--- src/rtl/icache_pkg.sv ---
// Shared types and constants for the direct-mapped instruction cache.
package icache_pkg;

   localparam int unsigned LINE_W   = 128;
   localparam int unsigned OFFSET_W = 4;
   localparam int unsigned ADDR_W   = 32;

   typedef enum logic [1:0] {
      IDLE,
      LOOKUP,
      MISS,
      RESP
   } state_e;

   // Line-aligned address: the offset bits inside a 128-bit line forced to zero.
   function automatic logic [ADDR_W-1:0] line_base(input logic [ADDR_W-1:0] addr);
      return addr & ~(ADDR_W'((1 << OFFSET_W) - 1));
   endfunction

endpackage

--- src/rtl/icache_ram.sv ---
// Data, tag and valid storage: one synchronous read port, one write port,
// and a bulk clear of the valid bits.
module icache_ram
   import icache_pkg::*;
#(
   parameter int unsigned LINES = 32,
   parameter int unsigned IDX_W = $clog2(LINES),
   parameter int unsigned TAG_W = ADDR_W - OFFSET_W - IDX_W
) (
   input  logic              clk,
   input  logic              clr_i,
   input  logic              rd_en_i,
   input  logic [IDX_W-1:0]  rd_idx_i,
   output logic [LINE_W-1:0] rd_data_o,
   output logic [TAG_W-1:0]  rd_tag_o,
   output logic              rd_valid_o,
   input  logic              we_i,
   input  logic [IDX_W-1:0]  wr_idx_i,
   input  logic [LINE_W-1:0] wr_data_i,
   input  logic [TAG_W-1:0]  wr_tag_i
);

   logic [LINE_W-1:0] data_q [LINES];
   logic [TAG_W-1:0]  tag_q  [LINES];
   logic [LINES-1:0]  valid_q;

   logic [LINE_W-1:0] rd_data_q;
   logic [TAG_W-1:0]  rd_tag_q;
   logic              rd_valid_q;

   // Line fill: data and tag have no reset, their contents are don't-care until valid.
   always_ff @(posedge clk) begin
      if (we_i) begin
         data_q[wr_idx_i] <= wr_data_i;
         tag_q[wr_idx_i]  <= wr_tag_i;
      end
   end

   // Valid bits: cleared in the same edge the clear is sampled, set on fill.
   always_ff @(posedge clk) begin
      if (clr_i) begin
         valid_q <= '0;
      end else if (we_i) begin
         valid_q[wr_idx_i] <= 1'b1;
      end
   end

   // Synchronous read: result is available the cycle after rd_en_i.
   always_ff @(posedge clk) begin
      if (rd_en_i) begin
         rd_data_q  <= data_q[rd_idx_i];
         rd_tag_q   <= tag_q[rd_idx_i];
         rd_valid_q <= valid_q[rd_idx_i];
      end
   end

   assign rd_data_o  = rd_data_q;
   assign rd_tag_o   = rd_tag_q;
   assign rd_valid_o = rd_valid_q;

endmodule

--- src/rtl/icache.sv ---
// Direct-mapped instruction cache: IFQ fetch front end with a single
// outstanding line fill and abort handling.
module icache
   import icache_pkg::*;
#(
   parameter int unsigned LINES = 32
) (
   input  logic              clk,
   input  logic              rst,
   input  logic [ADDR_W-1:0] pc_in,
   input  logic              cache_rd_en,
   input  logic              cache_abort,
   output logic [LINE_W-1:0] dout,
   output logic              dout_valid,
   output logic              mem_req,
   output logic [ADDR_W-1:0] mem_addr,
   input  logic [LINE_W-1:0] mem_data,
   input  logic              mem_valid
);

   localparam int unsigned IDX_W = $clog2(LINES);
   localparam int unsigned TAG_W = ADDR_W - OFFSET_W - IDX_W;

   state_e            state_q, state_d;
   logic [ADDR_W-1:0] pc_q, pc_d;
   logic [LINE_W-1:0] dout_q, dout_d;
   logic              dv_q, dv_d;
   logic [ADDR_W-1:0] addr_q, addr_d;
   logic              aborted_q, aborted_d;

   logic              ram_rd_en;
   logic [LINE_W-1:0] ram_rd_data;
   logic [TAG_W-1:0]  ram_rd_tag;
   logic              ram_rd_valid;
   logic              ram_we;
   logic              hit;

   icache_ram #(
      .LINES (LINES),
      .IDX_W (IDX_W),
      .TAG_W (TAG_W)
   ) u_ram (
      .clk        (clk),
      .clr_i      (~rst),
      .rd_en_i    (ram_rd_en),
      .rd_idx_i   (pc_in[OFFSET_W +: IDX_W]),
      .rd_data_o  (ram_rd_data),
      .rd_tag_o   (ram_rd_tag),
      .rd_valid_o (ram_rd_valid),
      .we_i       (ram_we),
      .wr_idx_i   (pc_q[OFFSET_W +: IDX_W]),
      .wr_data_i  (mem_data),
      .wr_tag_i   (pc_q[ADDR_W-1 -: TAG_W])
   );

   assign hit = ram_rd_valid && (ram_rd_tag == pc_q[ADDR_W-1 -: TAG_W]);

   // State and datapath registers with synchronous active-low reset.
   always_ff @(posedge clk) begin
      if (!rst) begin
         state_q   <= IDLE;
         pc_q      <= '0;
         dout_q    <= '0;
         dv_q      <= 1'b0;
         addr_q    <= '0;
         aborted_q <= 1'b0;
      end else begin
         state_q   <= state_d;
         pc_q      <= pc_d;
         dout_q    <= dout_d;
         dv_q      <= dv_d;
         addr_q    <= addr_d;
         aborted_q <= aborted_d;
      end
   end

   // Next-state and datapath control for the fetch/fill sequence.
   always_comb begin
      state_d   = state_q;
      pc_d      = pc_q;
      dout_d    = dout_q;
      dv_d      = 1'b0;
      addr_d    = addr_q;
      aborted_d = aborted_q;
      ram_rd_en = 1'b0;
      ram_we    = 1'b0;

      unique case (state_q)
         IDLE: begin
            aborted_d = 1'b0;
            if (cache_rd_en && !cache_abort) begin
               pc_d      = line_base(pc_in);
               ram_rd_en = 1'b1;
               state_d   = LOOKUP;
            end
         end

         LOOKUP: begin
            if (cache_abort) begin
               state_d = IDLE;
            end else if (hit) begin
               dout_d  = ram_rd_data;
               dv_d    = 1'b1;
               state_d = IDLE;
            end else begin
               addr_d  = pc_q;
               state_d = MISS;
            end
         end

         MISS: begin
            if (cache_abort) begin
               aborted_d = 1'b1;
            end
            if (mem_valid) begin
               ram_we  = 1'b1;
               state_d = RESP;
               // The response is decided here so an abort in the fill cycle
               // itself still suppresses it; dout stays put when suppressed.
               if (!(aborted_q || cache_abort)) begin
                  dout_d = mem_data;
                  dv_d   = 1'b1;
               end
            end
         end

         RESP: begin
            aborted_d = 1'b0;
            state_d   = IDLE;
         end

         default: begin
            state_d = IDLE;
         end
      endcase
   end

   assign dout       = dout_q;
   assign dout_valid = dv_q;
   assign mem_req    = (state_q == MISS);
   assign mem_addr   = addr_q;

endmodule

--- config.mk ---
export PLATFORM = sky130hd
export DESIGN_NAME = icache
export DESIGN_NICKNAME = d
export VERILOG_FILES = /design/src/rtl/icache_pkg.sv /design/src/rtl/icache_ram.sv /design/src/rtl/icache.sv
export SDC_FILE = /design/constraint.sdc
export NUM_CORES = 2
export LEC_CHECK = 0
export CELL_PAD_IN_SITES_DETAIL_PLACEMENT = 1
export CELL_PAD_IN_SITES_GLOBAL_PLACEMENT = 1
export CORE_MARGIN = 3
export CORE_UTILIZATION = 50
export DETAILED_ROUTE_END_ITERATION = 16
export HOLD_SLACK_MARGIN = 0.02
export PLACE_DENSITY_LB_ADDON = 0.1
export SLEW_MARGIN = 20
export SYNTH_ARGS = -nofsm -noshare
export SYNTH_HDL_FRONTEND = slang
export SYNTH_MEMORY_MAX_BITS = 65536
export SYNTH_SLANG_ARGS = --single-unit
--- constraint.sdc ---
create_clock -name clk -period 22.9 [get_ports clk]
set_input_delay 4.58 -clock clk [delete_from_list [all_inputs] [get_ports clk]]
set_output_delay 4.58 -clock clk [all_outputs]
set_load 0.02 [all_outputs]
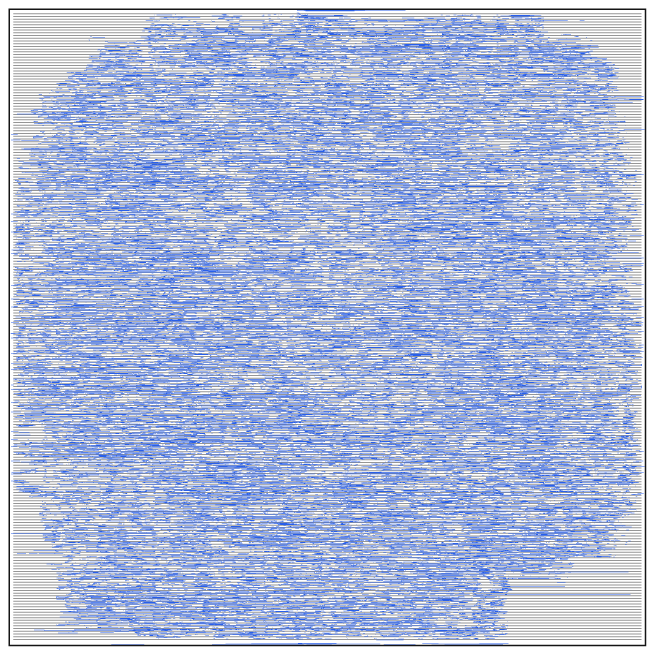
*Met1 routing*
Drawn at 1 px/um. Supply wires on this layer in gray.
wire length on this layer: 215 mm
longest straight run: 149 um
main direction: horizontal
nets with wire on the layer: 9080

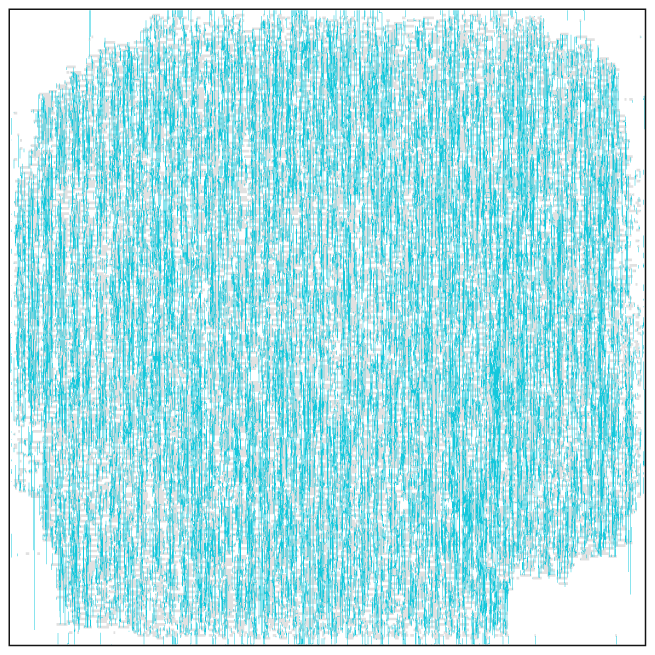
*M2 wires*
Drawn at 1 px/um. Cells faint in the background.
main direction: vertical
nets with wire on the layer: 8625
share of all routed wire: 51%

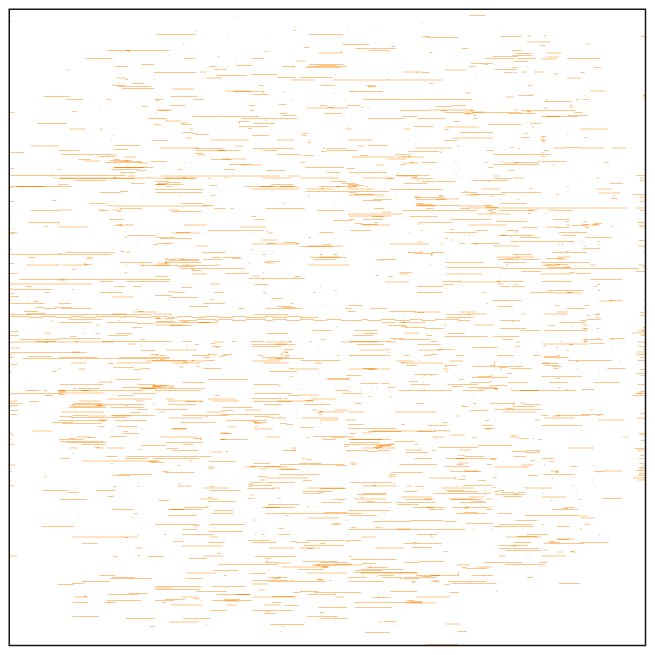
*Metal 3*
Drawn at 1 px/um.
main direction: horizontal
longest straight run: 160 um

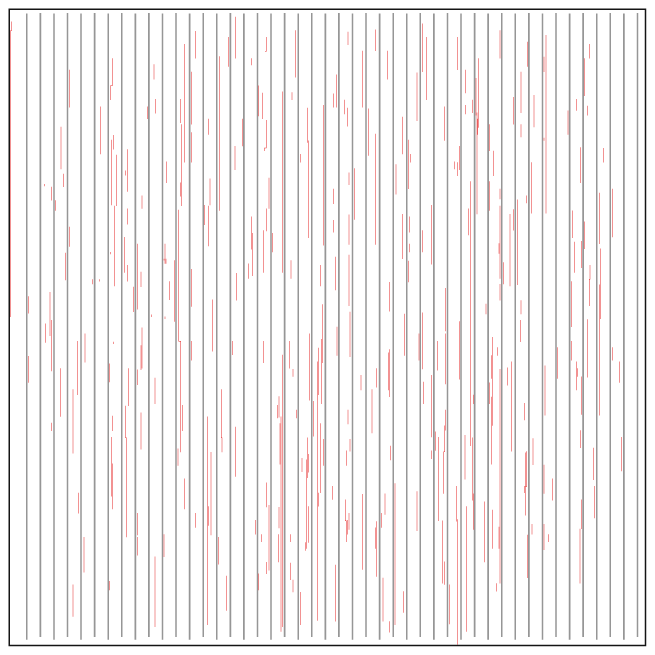
*The metal 4 layer*
Drawn at 1 px/um. Supply wires on this layer in gray.
wire length on this layer: 13200 um
main direction: vertical

==> results.sh <==
# source this file to load flow results
export IMPL_cp_max_fo=99
export IMPL_fp_util_pct=50.3
export IMPL_seqPwrFrac_pct=53.0
export IMPL_min_delay_path_depth=2
export IMPL_drive_gt1_share_pct=26.1
export IMPL_switching_share_pct=21.0
export IMPL_layout_nets=9317
export IMPL_p_clk_uw=8470
export IMPL_gr_total_overflow=0
export IMPL_drc=0
export IMPL_power_uw=19700
export IMPL_port_buffers=318
export IMPL_seq_cell_power_uw=10500
export IMPL_min_to="mem_addr[14]$_SDFFE_PN0P_"
export IMPL_cp_data_arrival_time_ps=9870
export IMPL_startpoint_type="primary input"
export IMPL_post_cts_buffers=0
export IMPL_r2r_cells=8
export IMPL_cts_root_buffer="clkbuf_16"
export IMPL_wl_per_cell_um=35.3
export IMPL_n_all_buffers=595
export IMPL_status="completed"
export IMPL_power_density_nw_per_um2=88.0
export IMPL_grt_use_total_pct=25.8
export IMPL_fillers=32500
[state kept, by name (all words and copies together), names as in the netlist, named ones only]
| register | cells |
|---|---|
| aborted_q | 1 |
| dout | 128 |
| dout_valid | 1 |
| mem_addr | 28 |
| pc_q | 28 |
| state_q | 1 |
| u_ram.data_q | 4096 |
| u_ram.rd_data_o | 128 |
| u_ram.rd_tag_o | 23 |
| u_ram.rd_valid_o | 1 |
| u_ram.tag_q | 736 |
| u_ram.valid_q | 32 |
[worst reg2reg max path, stage by stage (launching register included)]
cell and delay, ps:
dfxtp_1 350, inv_1 150, ha_4 630, nand4_1 930
nor2_4 300, buf_4 690, buf_4 1030, buf_4 750
buf_4 660
[cells in the final DEF, fill, tap and decap left out, types with 23 or more instances in the layout]
| cell | count |
|---|---|
| edfxtp_1 | 4984 |
| mux4_2 | 1368 |
| clkbuf_16 | 557 |
| mux2i_1 | 460 |
| buf_4 | 261 |
| clkdlybuf4s50_1 | 247 |
| nand2_1 | 245 |
| dfxtp_1 | 218 |
| o21a_1 | 184 |
| a22oi_1 | 152 |
| clkbuf_1 | 134 |
| nand2b_1 | 131 |
| o211ai_1 | 128 |
| clkinv_1 | 109 |
| clkinv_2 | 88 |
| buf_2 | 65 |
| nor2_4 | 32 |
| a21boi_1 | 28 |
| bufinv_16 | 28 |
| inv_6 | 24 |
| xnor2_1 | 23 |
[per-layer routing]
metal,up-vias,global-route usage (%),wire length (um)
met3,785,3.00,29800
met1,52200,36.1,215000
met4,16,6.55,13200
met5,-,0,110
li1,37400,-,-
met2,3482,43.6,265000
[through the flow]
step / utilization (%) / cells
finish: 57.1 / 14800
global route: 57.1 / 14800
CTS: 57.2 / 14800
detailed placement: 52.9 / 13800
global placement: 52.9 / 13800
floorplan: - / 8496
